==> config.mk <==
export PLATFORM = sky130hd
export DESIGN_NAME = llc_req_in_buffer_flat
export DESIGN_NICKNAME = d
export VERILOG_FILES = /design/src/rtl/llc_req_in_buffer_pkg.sv /design/src/rtl/llc_req_in_buffer_if.sv /design/src/rtl/llc_req_in_buffer_fifo.sv /design/src/rtl/llc_req_in_buffer.sv /design/src/flat_wrapper.sv
export SDC_FILE = /design/constraint.sdc
export NUM_CORES = 1
export LEC_CHECK = 0
export ABC_CLOCK_PERIOD_IN_PS = 2600
export CORE_ASPECT_RATIO = 0.9
export CORE_UTILIZATION = 30
export DETAILED_ROUTE_END_ITERATION = 10
export PLACE_DENSITY = 0.62
export REMOVE_ABC_BUFFERS = 1
export SYNTH_ARGS = -nofsm -noshare
export SYNTH_HDL_FRONTEND = slang
export SYNTH_SLANG_ARGS = --single-unit
==> constraint.sdc <==
create_clock -name clk -period 2.6 [get_ports clk]
set_input_delay 0.52 -clock clk [delete_from_list [all_inputs] [get_ports clk]]
set_output_delay 0.52 -clock clk [all_outputs]
set_load 0.02 [all_outputs]
==> src/rtl/llc_req_in_buffer_pkg.sv <==
// LLC request input buffer: shared types and constants.
// Line address split, entry bundle and stalled-register states.
package llc_req_in_buffer_pkg;

  localparam int LINE_ADDR_BITS    = 26;
  localparam int LLC_SET_BITS      = 8;
  localparam int LLC_TAG_BITS      = LINE_ADDR_BITS - LLC_SET_BITS;
  localparam int LLC_REQ_BUF_DEPTH = 2;
  localparam int LLC_REQ_INFO_W    = 64;

  typedef logic [LINE_ADDR_BITS-1:0] line_addr_t;
  typedef logic [LLC_SET_BITS-1:0]   llc_set_t;
  typedef logic [LLC_TAG_BITS-1:0]   llc_tag_t;

  typedef struct packed {
    line_addr_t                addr;
    logic [LLC_REQ_INFO_W-1:0] info;
  } llc_req_buf_entry_t;

  typedef enum logic {
    ST_EMPTY = 1'b0,
    ST_HELD  = 1'b1
  } stall_state_t;

  function automatic llc_set_t addr_set(line_addr_t a);
    return a[LLC_SET_BITS-1:0];
  endfunction

  function automatic llc_tag_t addr_tag(line_addr_t a);
    return a[LINE_ADDR_BITS-1:LLC_SET_BITS];
  endfunction

endpackage

==> src/rtl/llc_req_in_buffer_if.sv <==
// L2 -> LLC request channel handshake.
// master drives the request, slave returns ready.
interface llc_req_in_buffer_if
  import llc_req_in_buffer_pkg::*;
#(
  parameter int INFO_W = LLC_REQ_INFO_W
);

  logic              llc_req_in_valid;
  logic              llc_req_in_ready;
  line_addr_t        llc_req_in_addr;
  logic [INFO_W-1:0] llc_req_in_info;

  modport master (
    output llc_req_in_valid,
    output llc_req_in_addr,
    output llc_req_in_info,
    input  llc_req_in_ready
  );

  modport slave (
    input  llc_req_in_valid,
    input  llc_req_in_addr,
    input  llc_req_in_info,
    output llc_req_in_ready
  );

endinterface

==> src/rtl/llc_req_in_buffer_fifo.sv <==
// Generic storage FIFO for llc_req_in_buffer.
// Overflowing pushes and underflowing pops are dropped.
module llc_req_fifo #(
  parameter int DEPTH = 2,
  parameter int WIDTH = 8
) (
  input  logic                   clk,
  input  logic                   rst,
  input  logic                   push,
  input  logic [WIDTH-1:0]       wdata,
  input  logic                   pop,
  output logic [WIDTH-1:0]       rdata,
  output logic [$clog2(DEPTH):0] usage,
  output logic                   full,
  output logic                   empty
);

  localparam int PTR_W = $clog2(DEPTH);
  localparam int CNT_W = PTR_W + 1;

  logic [WIDTH-1:0] mem_q [DEPTH];
  logic [WIDTH-1:0] mem_d [DEPTH];
  logic [PTR_W-1:0] wr_ptr_q, wr_ptr_d;
  logic [PTR_W-1:0] rd_ptr_q, rd_ptr_d;
  logic [CNT_W-1:0] usage_q, usage_d;
  logic             do_push, do_pop;

  assign full    = (usage_q == CNT_W'(DEPTH));
  assign empty   = (usage_q == '0);
  assign do_push = push && !full;
  assign do_pop  = pop && !empty;
  assign rdata   = mem_q[rd_ptr_q];
  assign usage   = usage_q;

  always_comb begin
    mem_d    = mem_q;
    wr_ptr_d = wr_ptr_q;
    rd_ptr_d = rd_ptr_q;
    usage_d  = usage_q;
    if (do_push) begin
      mem_d[wr_ptr_q] = wdata;
      wr_ptr_d        = wr_ptr_q + PTR_W'(1);
    end
    if (do_pop) begin
      rd_ptr_d = rd_ptr_q + PTR_W'(1);
    end
    unique case ({do_push, do_pop})
      2'b10:   usage_d = usage_q + CNT_W'(1);
      2'b01:   usage_d = usage_q - CNT_W'(1);
      default: usage_d = usage_q;
    endcase
  end

  always_ff @(posedge clk) begin
    if (rst) begin
      mem_q    <= '{default: '0};
      wr_ptr_q <= '0;
      rd_ptr_q <= '0;
      usage_q  <= '0;
    end else begin
      mem_q    <= mem_d;
      wr_ptr_q <= wr_ptr_d;
      rd_ptr_q <= rd_ptr_d;
      usage_q  <= usage_d;
    end
  end

endmodule

==> src/rtl/llc_req_in_buffer.sv <==
// LLC request input buffer: FIFO, current and stalled request registers.
// Define LLC_REQ_BUF_BYPASS_EN for flow-through when the FIFO is empty.
module llc_req_in_buffer
  import llc_req_in_buffer_pkg::*;
#(
  parameter int DEPTH  = LLC_REQ_BUF_DEPTH,
  parameter int INFO_W = LLC_REQ_INFO_W
) (
  input  logic                   clk,
  input  logic                   rst,
  llc_req_in_buffer_if.slave     req_in,
  output logic                   llc_req_in_valid_int,
  output line_addr_t             req_in_addr,
  input  logic                   do_get_req,
  input  logic                   update_req_in_from_stalled,
  input  logic                   clr_req_in_stalled_valid,
  input  logic                   set_req_in_stalled,
  output line_addr_t             req_cur_addr,
  output logic [INFO_W-1:0]      req_cur_info,
  output logic                   req_in_stalled_valid,
  output llc_set_t               req_in_stalled_set,
  output llc_tag_t               req_in_stalled_tag,
  output logic [$clog2(DEPTH):0] usage
);

  typedef struct packed {
    line_addr_t        addr;
    logic [INFO_W-1:0] info;
  } entry_t;

  entry_t       in_entry, head;
  entry_t       cur_q, cur_d;
  entry_t       stall_q, stall_d;
  stall_state_t st_q, st_d;
  logic         fifo_full, fifo_empty;
  logic         fifo_push, fifo_pop;
  logic         bypass_take;

  assign in_entry = '{addr: req_in.llc_req_in_addr,
                      info: req_in.llc_req_in_info};

`ifdef LLC_REQ_BUF_BYPASS_EN
  assign bypass_take = fifo_empty
                    && req_in.llc_req_in_valid
                    && do_get_req
                    && !update_req_in_from_stalled;
  assign llc_req_in_valid_int =
    fifo_empty ? req_in.llc_req_in_valid : 1'b1;
  assign req_in_addr =
    fifo_empty ? req_in.llc_req_in_addr : head.addr;
`else
  assign bypass_take          = 1'b0;
  assign llc_req_in_valid_int = !fifo_empty;
  assign req_in_addr          = head.addr;
`endif

  assign req_in.llc_req_in_ready = !fifo_full;

  // A stalled replay wins the cycle, so the FIFO head stays put.
  assign fifo_push = req_in.llc_req_in_valid && !fifo_full
                  && !bypass_take;
  assign fifo_pop  = do_get_req && !update_req_in_from_stalled
                  && !fifo_empty;

  llc_req_fifo #(
    .DEPTH (DEPTH),
    .WIDTH ($bits(entry_t))
  ) u_fifo (
    .clk   (clk),
    .rst   (rst),
    .push  (fifo_push),
    .wdata (in_entry),
    .pop   (fifo_pop),
    .rdata (head),
    .usage (usage),
    .full  (fifo_full),
    .empty (fifo_empty)
  );

  always_comb begin
    cur_d = cur_q;
    unique case (1'b1)
      update_req_in_from_stalled: cur_d = stall_q;
      fifo_pop:                   cur_d = head;
      bypass_take:                cur_d = in_entry;
      default:                    cur_d = cur_q;
    endcase
  end

  always_comb begin
    stall_d = stall_q;
    st_d    = st_q;
    if (set_req_in_stalled) begin
      stall_d = cur_q;
      st_d    = ST_HELD;
    end else if (clr_req_in_stalled_valid) begin
      st_d    = ST_EMPTY;
    end
  end

  always_ff @(posedge clk) begin
    if (rst) begin
      cur_q   <= '0;
      stall_q <= '0;
      st_q    <= ST_EMPTY;
    end else begin
      cur_q   <= cur_d;
      stall_q <= stall_d;
      st_q    <= st_d;
    end
  end

  assign req_cur_addr         = cur_q.addr;
  assign req_cur_info         = cur_q.info;
  assign req_in_stalled_valid = (st_q == ST_HELD);
  assign req_in_stalled_set   = addr_set(stall_q.addr);
  assign req_in_stalled_tag   = addr_tag(stall_q.addr);

  a_get_nonempty: assert property (
    @(posedge clk) disable iff (rst)
    !(do_get_req && !update_req_in_from_stalled
      && fifo_empty && !bypass_take)
  ) else $warning("llc_req_in_buffer: do_get_req with empty buffer");

endmodule

==> src/flat_wrapper.sv <==
// flat-port wrapper written by rule: the top's interface ports become plain ports
module llc_req_in_buffer_flat import llc_req_in_buffer_pkg::*;
#(
  parameter int DEPTH  = LLC_REQ_BUF_DEPTH,
  parameter int INFO_W = LLC_REQ_INFO_W
)
  (clk, rst, llc_req_in_valid_int, req_in_addr, do_get_req, update_req_in_from_stalled, clr_req_in_stalled_valid, set_req_in_stalled, req_cur_addr, req_cur_info, req_in_stalled_valid, req_in_stalled_set, req_in_stalled_tag, usage, req_in_llc_req_in_valid, req_in_llc_req_in_addr, req_in_llc_req_in_info, req_in_llc_req_in_ready);
  llc_req_in_buffer_if #(.INFO_W(INFO_W)) req_in_i ();
  input  logic clk;
  input  logic rst;
  output logic llc_req_in_valid_int;
  output line_addr_t req_in_addr;
  input  logic do_get_req;
  input  logic update_req_in_from_stalled;
  input  logic clr_req_in_stalled_valid;
  input  logic set_req_in_stalled;
  output line_addr_t req_cur_addr;
  output logic [INFO_W-1:0] req_cur_info;
  output logic req_in_stalled_valid;
  output llc_set_t req_in_stalled_set;
  output llc_tag_t req_in_stalled_tag;
  output logic [$clog2(DEPTH):0] usage;
  input wire logic [$bits(req_in_i.llc_req_in_valid)-1:0] req_in_llc_req_in_valid;
  input wire logic [$bits(req_in_i.llc_req_in_addr)-1:0] req_in_llc_req_in_addr;
  input wire logic [$bits(req_in_i.llc_req_in_info)-1:0] req_in_llc_req_in_info;
  output wire logic [$bits(req_in_i.llc_req_in_ready)-1:0] req_in_llc_req_in_ready;
  assign req_in_i.llc_req_in_valid = req_in_llc_req_in_valid;
  assign req_in_i.llc_req_in_addr = req_in_llc_req_in_addr;
  assign req_in_i.llc_req_in_info = req_in_llc_req_in_info;
  assign req_in_llc_req_in_ready = req_in_i.llc_req_in_ready;
  llc_req_in_buffer #(.DEPTH(DEPTH), .INFO_W(INFO_W)) u_core (.clk(clk), .rst(rst), .req_in(req_in_i), .llc_req_in_valid_int(llc_req_in_valid_int), .req_in_addr(req_in_addr), .do_get_req(do_get_req), .update_req_in_from_stalled(update_req_in_from_stalled), .clr_req_in_stalled_valid(clr_req_in_stalled_valid), .set_req_in_stalled(set_req_in_stalled), .req_cur_addr(req_cur_addr), .req_cur_info(req_cur_info), .req_in_stalled_valid(req_in_stalled_valid), .req_in_stalled_set(req_in_stalled_set), .req_in_stalled_tag(req_in_stalled_tag), .usage(usage));
endmodule
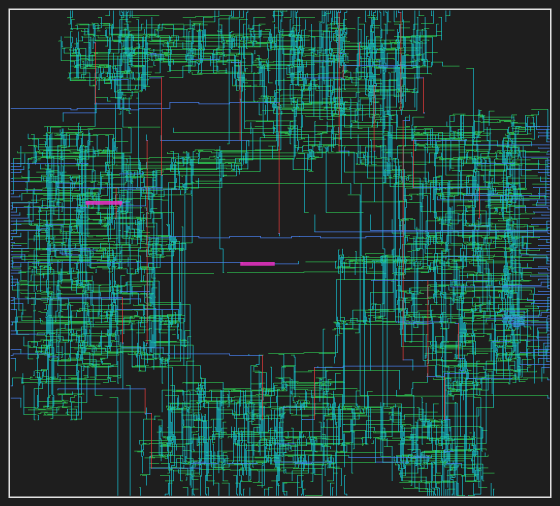
Figure 1: run 1, signal wires by layer.
cyan -> M2  # wire length 20.3 mm
blue -> M3  # wire length 2,600 um
green -> M1  # wire length 19,900 um
red -> M4  # wire length 764 um
magenta -> M5  # wire length 28.5 um

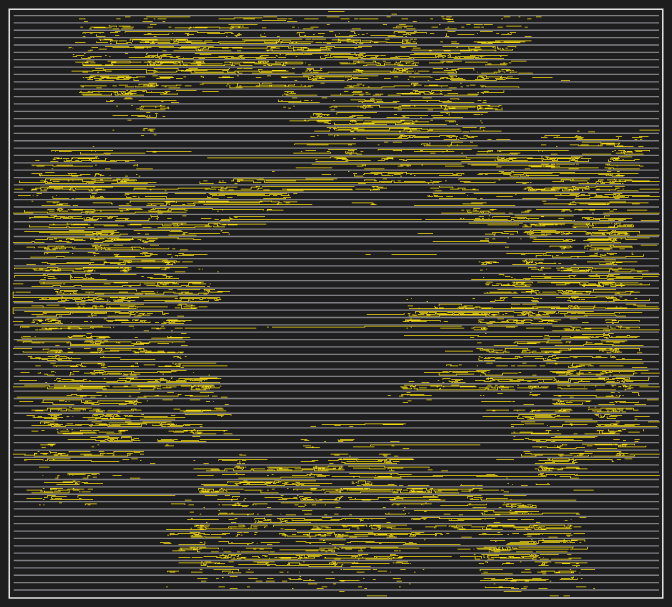
Figure 2: run 1, M1 wires.
Supply wires on this layer in grey.
main direction = horizontal
share of all routed wire = 46%
longest straight run = 74.1 um
nets with wire on the layer = 1,686
via count: 11.9k
met1 Use GR: 21.3%
WL final: 43,600 um

==> results_slide.txt, run 1 <==
Synthesis and Place & Route Summary

Detailed routing
  • DRT Pass-1 Iters: 4
  • Highest routing layer actually used: met5
  • Residual DRC: 0

Layout
  • Most instantiated logic cells after routing: dfxtp_1, mux2i_1, clkdlybuf4s50_1
  • Number of flip-flops in the largest register: roughly 180
  • Clock network area share: 7.35%
  • Comb area share: 36.7%
  • FILL cells: ~4.9k
  • Number of clock buffers in the layout: 61
  • Reg area: 7310 sq um
  • Bufs w/o clock: about 280
  • Most used logic cell in the final layout: dfxtp_1
  • Post-Layout Cell Count: approximately 2.4k
  • Inserted Diodes: 2
  • Fraction of layout cells with a size suffix above 1: under 10%
  • Comb area: slightly above 7000 sq um
  • Biggest Area Class: sequential cells
  • Seq/total area: 37.1%
  • Top reg by flops: u_core.u_fifo.mem_q

Power
  • Power Density: about 730 nW/um^2

Min path
  • Min-delay worst type: in -> reg
  • HP Start: rst
  • Hold Path Stages: 2

STA
  • Total negative slack: 0 ns
  • Worst Tran Pin Value: 1.21 ns
  • Final hold vios: 0
  • Worst setup margin: 0.0597 ns
  • Worst Clk Skew: just under 0.009 ns
  • Crit path time final: ~2.5 ns
  • Pins Over Slew Limit: 0

Setup path
  • Max FO, Critical Path: 15
  • FF-to-FF Start: u_core.u_fifo.usage[1]
  • Reg2Reg Depth: 4
  • Max incr delay on CP: between 0.5 and 0.6 ns
  • CP Buf/Inv Count: 2
  • Worst Setup EP: req_in_addr[24]
  • CP Launch Type: flip-flop
  • Cell count along the critical path: 3
  • Worst Path Required: around 2.1 ns

Synthesis
  • Ao+oa area frac: 13.5%
  • Cells after synthesis: ~1.5k
  • Warnings, synthesis: 0
  • Simple share: around 15%
  • Adder Area Share: 0.0813%
  • Most frequent cells after synthesis: dfxtp_1, mux2i_1, o21ai_0, nand2b_1, nor2_1
  • Post-synth EDFFs: 0
  • Area leader, netlist: dfxtp_1
  • Post-synth ARST share: 0%
  • Unique masters post-synth: 33
  • Top cell area share: 47.5%
  • Yosys Chip Area: 15,400 sq um

Clock network
  • CTS buffer count: ~42
  • Clock Sink Count: around 370
  • Htree depth: 2
  • TritonCTS clock tree: done
  • Latency at later pin: 0.56 ns

Floorplan
  • Row Count: roughly 80
  • Chip Height: ~220 um
  • Fp util: between 30% and 40%
  • Tap cell count: 680

Outcome
  • Status: finished clean

GRT
  • GR Util met2: between 20 and 30%

Placed design
  • HPWL after detailed placement: between 20,000 and 30,000 um
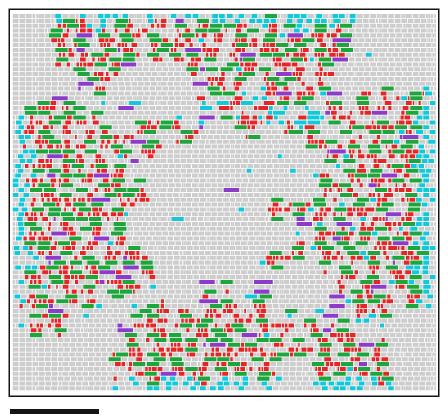
Figure 3: run 1, cells coloured by class.
Bar = 50 um. Fill, decap, tap and diode cells in grey.
green -> registers  # cells 365
purple -> clock drivers and dummy loads  # cells 75
cyan -> remaining buffers and delay cells  # cells 275
red -> remaining logic cells  # cells 1,020

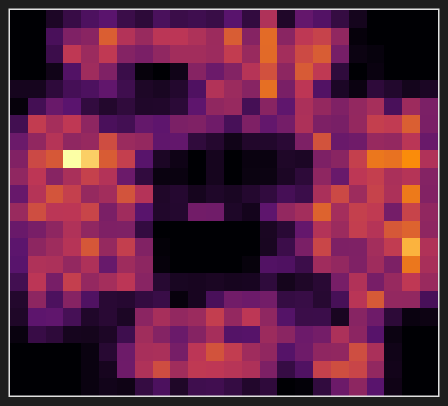
Figure 4: run 1, signal metal coverage by tile.
The die is cut into 24 by 22 equal tiles; black is low, pale yellow is high, scaled to the fullest tile. Values are wire area over tile area, all layers added.
mean over tiles = 0.13
tiles over half the peak = 13%
fullest tile = 0.49
WL/cell: 18.0 um
gr usage total: 16.4%

==> run 1: per-stage QoR <==
| stage | hold slack, ns | cell area (sq um) |
|---|---|---|
| after floorplan | 0.435 | 14500 |
| after global placement | 0.448 | 18200 |
| after detailed placement | 0.450 | 18200 |
| after CTS | 0.212 | 19700 |
| after global routing | 0.220 | 19700 |
| final | 0.234 | 19700 |
==> run 1: report_power, final <==
| group | total (mW) | internal (mW) | switching (mW) |
|---|---|---|---|
| registers | 6.05 | 5.88 | 0.164 |
| logic | 2.17 | 0.876 | 1.30 |
| clock network | 6.14 | 3.76 | 2.39 |
==> run 1: timing repair <==
item,4_1_cts,5_1_grt
setup buffers,2,0
endpoints found under the setup margin,27,12
hold endpoints to repair,0,0
gates resized,1,12
--- run 2 (diff from run 1) ---
- CAP_MARGIN: not set -> 20
- CORE_UTILIZATION: 30 -> 54
- PLACE_DENSITY: 0.62 -> 0.92
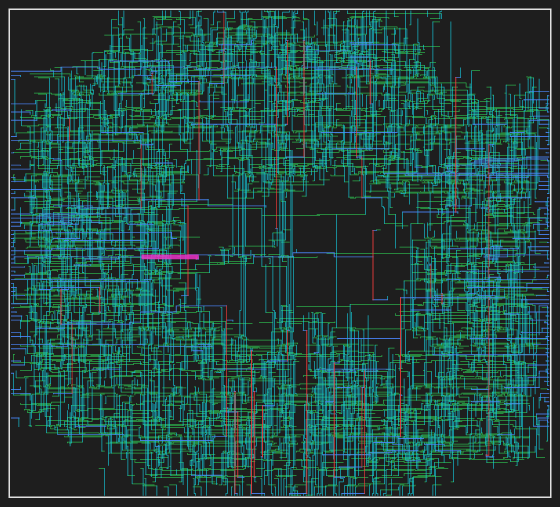
Figure 5: run 2, signal wires by layer.
green -> M1  # wire length 16,400 um
blue -> M3  # wire length 2,530 um
magenta -> M5  # wire length 17.5 um
cyan -> M2  # wire length 19,700 um
red -> M4  # wire length 939 um
via count: 12.1k
WL/cell: 19.0 um
gr usage total: 26.3%
WL final: 39,500 um

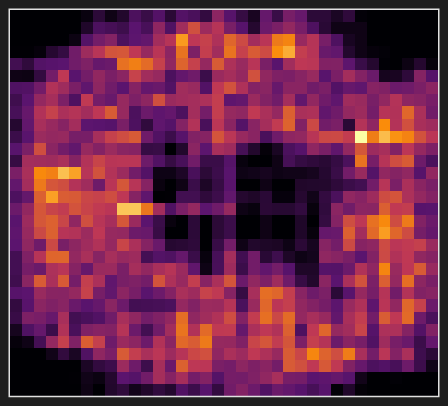
Figure 6: run 2, signal metal coverage by tile.
The die is cut into 36 by 32 equal tiles; black is low, pale yellow is high, scaled to the fullest tile. Values are wire area over tile area, all layers added.
densest ninth of the die = west
mean over tiles = 0.22
emptiest ninth of the die = centre
tiles over half the peak = 17%

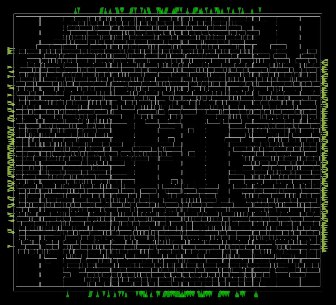
Figure 7: run 2, placed standard cells.
Seq/total area: 38.4%
Core Area: 28,000 sq um
number of flip-flops and latches: 365
Finished Core Util: 68.0%
Row Count: 58

==> run 2 against run 1 <==
Net effect: worst setup slack improved by 0.017 ns; combinational power fell by 2%; die size fell by 44%; critical endpoint is now req_in_addr[13]; synthesized area did not move; wire length fell by 9.3%; power fell by 6.2%; largest power group is now sequential cells; global-route usage rose by 9.9 points; count of clock-buffer cells in the layout fell by 5; clock power fell by 14%; register-to-register slack improved by 0.07 ns; final area fell by 3.3%.
==> results_slide.txt, run 2 <==
Synthesis and Place & Route Summary

Setup path
  • Max FO, Critical Path: 14
  • FF-to-FF Start: u_core.u_fifo.rd_ptr_q
  • Crit end category: output pin
  • Worst Path Required: approximately 2.1 ns
  • Crit Reg-Reg Endpoint: u_core.req_cur_info[21]
  • Critical Path AT: 2.00 ns
  • Reg2Reg Depth: 4
  • Worst Setup EP: req_in_addr[13]
  • Beginning of the critical path: u_core.u_fifo.rd_ptr_q
  • CP Launch Type: flip-flop
  • WS Path Type: reg -> out

Layout
  • Inserted Diodes: 0
  • Top reg by flops: u_core.u_fifo.mem_q
  • Number of flip-flops in the largest register: 180
  • Most used logic cell in the final layout: dfxtp_1
  • Post-Layout Cell Count: 2,081
  • Number of clock buffers in the layout: 56
  • Comb area: 7230 sq um
  • Comb area share: 37.9%
  • Clock network area share: between 6 and 7%
  • FILL cells: roughly 2.1k
  • Biggest Area Class: sequential cells
  • Final instance area: roughly 19,000 sq um
  • Most instantiated logic cells after routing: dfxtp_1, mux2i_1, clkdlybuf4s50_1
  • Inverters: 3
  • Reg area: about 7300 sq um
  • Comb_multi_in: 1,017
  • Fraction of layout cells with a size suffix above 1: roughly 7.3%
  • Signal buf overhead: 14.9%
  • Total Nets Final: between 1.5k and 2k
  • Bufs w/o clock: ~270

Synthesis
  • Unique masters post-synth: 33
  • Warnings, synthesis: 0
  • Syn avg cell area: approximately 9.9 sq um
  • Top cells, area: dfxtp_1, mux2i_1, nand2b_1, o21ai_0, nor2b_1
  • Area leader, netlist: dfxtp_1
  • Top cell area share: roughly 47%
  • Synthesized registers: between 300 and 400
  • Most frequent cells after synthesis: dfxtp_1, mux2i_1, o21ai_0, nand2b_1, nor2_1
  • Post-synth ARST share: 0%
  • Yosys Chip Area: roughly 15,000 sq um
  • Cells after synthesis: between 1.5k and 2k
  • Ys flop type: dfxtp_1
  • Sequential-to-total area share from yosys stat: between 40% and 50%
  • Netlist area before placement: 15,400 sq um
  • Synth top cell by count: dfxtp_1
  • Post-synth EDFFs: 0

Power
  • Total power: roughly 13 mW
  • Comb group: about 2.1 mW
  • Share of power burned in combinational logic: 15.7%
  • Seq pwr: roughly 6.1 mW
  • Register share of total power: 44.9%
  • Power Density: 707 nW/um^2
  • Net Sw Frac: a little over a quarter
  • Clock power share: 39.3%
  • Largest power group: sequential cells
  • Switching power of the nets: between 3 and 4 mW
  • Clk power: 5.30 mW
  • Leakage Power: between 7 and 8 nW
  • Pint: approximately 9.9 mW

Clock network
  • # Post-CTS Setup Buffers: 2
  • Clock transition at the registers of the reported paths: 0.07 ns
  • CTS buffer count: 37
  • Clock Sink Count: around 370
  • CTS Hold Buffers Added: 0
  • TritonCTS clock tree: done
  • Post-CTS Resized: 0
  • Root buf cell: clkbuf_16
  • Htree depth: 2
  • Latency at later pin: around 0.51 ns

Detailed routing
  • DRT Pass-1 Iters: 5
  • Residual DRC: 0
  • Vias per Instance: between 5 and 6
  • Post-DRT Antenna Nets: 0
  • Iteration-0 DRC Markers: slightly above 900

Placed design
  • Place WS: roughly 0.17 ns
  • RD Place Congestion: around 0.76
  • HPWL after detailed placement: 22,800 um
  • Number of port buffers: ~240
  • Placed insts: 2,012
  • DP Area: between 15,000 and 20,000 sq um

Min path
  • Hold Path Stages: 2
  • Hold Path Sink: u_core.stall_q[12]
  • HP Start: rst
  • Min-delay worst type: in -> reg

Floorplan
  • Fp util: around 55%
  • Tap cell count: 360
  • I/O pins: 244
  • Chip Height: roughly 160 um
  • Die Wd: around 180 um
  • Die ar.: ~30,000 sq um

GRT
  • Met1 Use GR: between 30% and 40%
  • First-pass GRT wire length: around 63,000 um
  • Global route hottest layer: met2
  • Vias in the first global route: 12.2k
  • Initial antenna violation count: 1
  • Met3 Usage GRT: between 4 and 5%
  • Gr ovfl total: 0
  • Pin count of the biggest net entering global routing: between 150 and 200
  • GR Util met2: between 40% and 50%

STA
  • Crit path time final: 2.52 ns
  • Final setup viols: 0
  • Worst Clk Skew: around 0.017 ns
  • Total negative slack: 0 ns
  • Worst Tran Pin Value: between 1 and 1.5 ns
  • Rel. slew slack: 31.4%
  • Worst setup margin: between 0.07 and 0.08 ns
  • Pins Over Slew Limit: 0
  • RSZ-0062 raised after global routing: false
  • Hold Slack: around 0.35 ns
  • Final hold vios: 0

Flow run
  • Tool warning count: 27
  • Max_cap viols: 0

Outcome
  • Status: finished clean
==> run 2: logic make-up (layout without fill, tap and decap cells) <==
group	Yosys count	after routing	share of synthesized area [%]
AOI/OAI and AO/OA	342	342	13.5
xor gates and xnor gates	2	2	0.114
adders and majority gates	1	1	0.0812
buffers and inverters	167	339	5.96
DFF	365	365	47.5
muxes	270	270	17.9
and+or+nand+nor	402	402	14.9
==> run 2: metal layers <==
layer | vias to the layer above | part of all wire [%] | wire length [um]
li1 | 5674 | - | -
met1 | 5926 | 41 | 16400
met2 | 420 | 50 | 19700
met3 | 79 | 6.4 | 2530
met4 | 2 | 2.4 | 938
met5 | - | 0.043 | 17
==> run 2: worst max-delay path: stages (launching register included) <==
cell	delay (ns)
dfxtp_4	0.39
buf_16	0.17
mux2_2	0.37
clkdlybuf4s50_1	0.54
--- run 3 (diff from run 2) ---
- PLACE_DENSITY: 0.92 -> 0.9
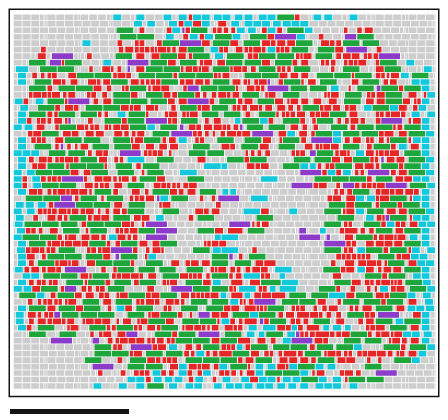
Figure 8: run 3, cells coloured by class.
Bar = 50 um. Fill, decap, tap and diode cells in grey.
purple -> clock drivers and dummy loads  # cells 67
red -> remaining logic cells  # cells 1,020
green -> registers  # cells 365
cyan -> remaining buffers and delay cells  # cells 274
final instance area: 19,000 sq um
Finished Core Util: 68.0%
Seq/total area: 38.4%

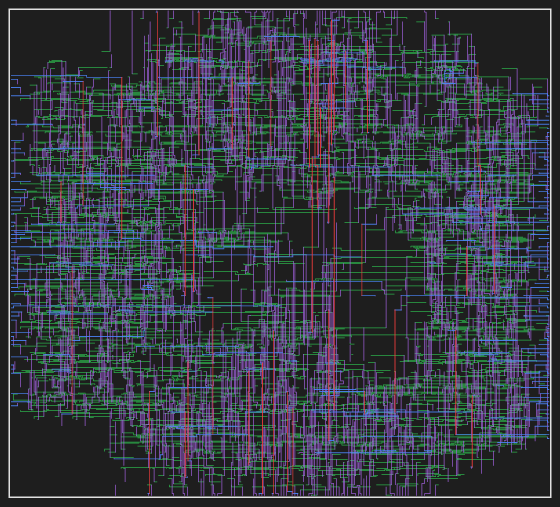
Figure 9: run 3, signal wires by layer.
red -> M4  # wire length 1,470 um
blue -> M3  # wire length 2,590 um
green -> M1  # wire length 17,200 um
purple -> M2  # wire length 19,200 um
WL/cell: 19.4 um
via count: 12.2k
gr usage total: 27.1%

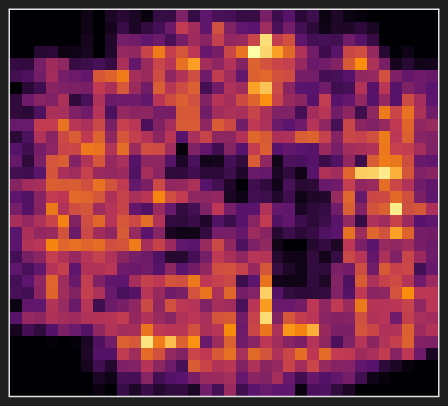
Figure 10: run 3, signal metal coverage by tile.
The die is cut into 36 by 32 equal tiles; black is low, pale yellow is high, scaled to the fullest tile. Values are wire area over tile area, all layers added.
tiles over half the peak = 24%
fullest tile = 0.65
nearly empty tiles = 8.2%

==> run 3 against run 2 <==
Net effect: combinational power barely moved; first-iteration DRC count rose by 5.7%; largest power group unchanged; register-to-register slack got worse by 0.05 ns; critical endpoint is now req_in_addr[24]; critical path type unchanged; hold slack improved by 0.042 ns; count of clock-buffer cells in the layout fell by 1; cell count rose by 0.29%.
==> results_slide.txt, run 3 <==
Synthesis and Place & Route Summary

Synthesis
  • Cells after synthesis: approximately 1.5k
  • Adder Area Share: 0.0813%
  • Yosys Chip Area: between 15,000 and 20,000 sq um
  • Netlist area before placement: 15,400 sq um
  • Post-synth ARST share: 0%
  • Area leader, netlist: dfxtp_1
  • Ao+oa area frac: between 10% and 20%
  • Yosys xor share: 0.114%
  • Syn avg cell area: 9.94 sq um
  • Top cells, area: dfxtp_1, mux2i_1, nand2b_1, o21ai_0, nor2b_1
  • Top cell area share: a little under half
  • Sequential-to-total area share from yosys stat: 47.5%
  • Warnings, synthesis: 0
  • Synthesized registers: about 370
  • Synth top cell by count: dfxtp_1
  • Most frequent cells after synthesis: dfxtp_1, mux2i_1, o21ai_0, nand2b_1, nor2_1
  • Ys flop type: dfxtp_1
  • Area fraction in mux cells: between 15 and 20%
  • Simple share: between 10% and 20%
  • Unique masters post-synth: 33
  • Synth logic family: multiplexers
  • Post-synth EDFFs: 0

Power
  • Switching power of the nets: around 3.6 mW
  • Register share of total power: 45.3%
  • Pint: 9.76 mW
  • Clock power share: between 30% and 40%
  • Comb group: between 2 and 2.5 mW
  • Share of power burned in combinational logic: between 10% and 20%
  • Leakage Power: 7.25 nW
  • Seq pwr: between 6 and 7 mW
  • Clk power: roughly 5.2 mW
  • Total power: 13.4 mW
  • Net Sw Frac: a little over a quarter
  • Power Density: approximately 700 nW/um^2
  • Largest power group: sequential cells

Layout
  • Top reg by flops: u_core.u_fifo.mem_q
  • Fraction of layout cells with a size suffix above 1: under 10%
  • Total Nets Final: around 1.8k
  • Most instantiated logic cells after routing: dfxtp_1, mux2i_1, clkdlybuf4s50_1
  • Area grow syn2layout: 23.7%
  • Most used logic cell in the final layout: dfxtp_1
  • Post-Layout Cell Count: between 2k and 2.5k
  • Number of flip-flops in the largest register: ~180
  • Comb area: ~7200 sq um
  • FILL cells: between 2k and 2.5k
  • Reg area: 7310 sq um

Floorplan
  • Fp util: around 55%
  • Die Wd: roughly 180 um
  • Core Area: approximately 28,000 sq um
  • Die ar.: 29,200 sq um
  • Row Count: between 50 and 60
  • Chip Height: 162 um
  • I/O pins: ~240

Placed design
  • HPWL after detailed placement: ~23,000 um
  • Number of port buffers: about 240
  • Place WS: 0.104 ns
  • DP Area: approximately 18,000 sq um
  • RD Place Congestion: around 0.78
  • Placed insts: around 2.0k

Outcome
  • Status: finished clean

Clock network
  • CTS Hold Buffers Added: 0
  • Max clock buf depth: 3
  • CTS buffer count: 37
  • Post-CTS Resized: 0
  • Htree depth: 2
  • Latency at later pin: around 0.5 ns
  • TritonCTS clock tree: done
  • # Post-CTS Setup Buffers: 3
  • Clock transition at the registers of the reported paths: around 0.06 ns
  • Clock Sink Count: 365
  • Root buf cell: clkbuf_16

GRT
  • Gr ovfl total: 0
  • Initial antenna violation count: 1
  • Met1 Use GR: ~34%
  • Pin count of the biggest net entering global routing: roughly 190
  • GR Util met2: a little under half
  • Met3 Usage GRT: 3.65%
  • Vias in the first global route: approximately 12k
  • Global route hottest layer: met2
  • First-pass GRT wire length: about 64,000 um

Min path
  • Hold Path Sink: u_core.u_fifo.usage[0]
  • Min-delay worst type: in -> reg
  • Hold Path Stages: 2
  • HP Start: rst

STA
  • Maximum clock frequency: approximately 0.40 GHz
  • Final setup viols: 0
  • Post-route clock period utilization: slightly below 100%
  • Worst setup margin: around 0.086 ns
  • Hold Slack: just under 0.4 ns
  • Worst Clk Skew: approximately 0.0089 ns
  • Total negative slack: 0 ns
  • Worst Tran Pin Value: between 1 and 1.5 ns
  • Rel. slew slack: between 20 and 30%
  • Pins Over Slew Limit: 0
  • Crit path time final: between 2 and 3 ns
  • Final hold vios: 0
  • RSZ-0062 raised after global routing: false

Setup path
  • Critical Path AT: roughly 2.0 ns
  • R2R Setup Slk: between 0.5 and 0.6 ns
  • Crit end category: output pin
  • WS Path Type: reg -> out
  • CP Launch Type: flip-flop
  • Beginning of the critical path: u_core.u_fifo.rd_ptr_q
  • Reg2Reg Depth: 4
  • Crit Reg-Reg Endpoint: u_core.u_fifo.mem_q[158]
  • Worst Setup EP: req_in_addr[24]
  • Max FO, Critical Path: 14
  • FF-to-FF Start: u_core.u_fifo.usage[1]
  • Worst Path Required: 2.08 ns

Detailed routing
  • Vias per Instance: around 6
  • DRT Pass-1 Iters: 5
  • Iteration-0 DRC Markers: 976
  • Post-DRT Antenna Nets: 0
  • WL final: between 40,000 and 50,000 um
  • Residual DRC: 0

Flow run
  • Tool warning count: 31
  • Max_cap viols: 0
==> run 3: cell count changes in the layout (fill, tap and decap cells not counted), sizes merged <==
cell,previous run,this run
bufinv,2,0
clkbuf,56,55
clkinv,5,8
diode,0,1
clkinvlp,1,2
buf,29,33
==> run 3: layout make-up <==
type	count	area share [%]
multi-input combinational	1017	37.9
tap	360	2.37
antenna	1	0.0131
sequential	365	38.4
inverter	3	0.0591
clock inverter	12	0.381
timing repair buffer	274	15.0
clock buffer	55	5.86
==> run 3: critical path, cell delays in order, from the launching register on <==
cell	delay (ns)
dfxtp_4	0.38
buf_12	0.16
mux2_2	0.38
clkdlybuf4s50_1	0.56
==> run 3: routing by layer <==
metal,wire (um),vias to the layer above
li1,-,5694
met1,17200,5996
met2,19200,454
met3,2590,91
met4,1470,0
met5,0,-
Power figures rest on the tool's default switching activity, not on a simulated workload.
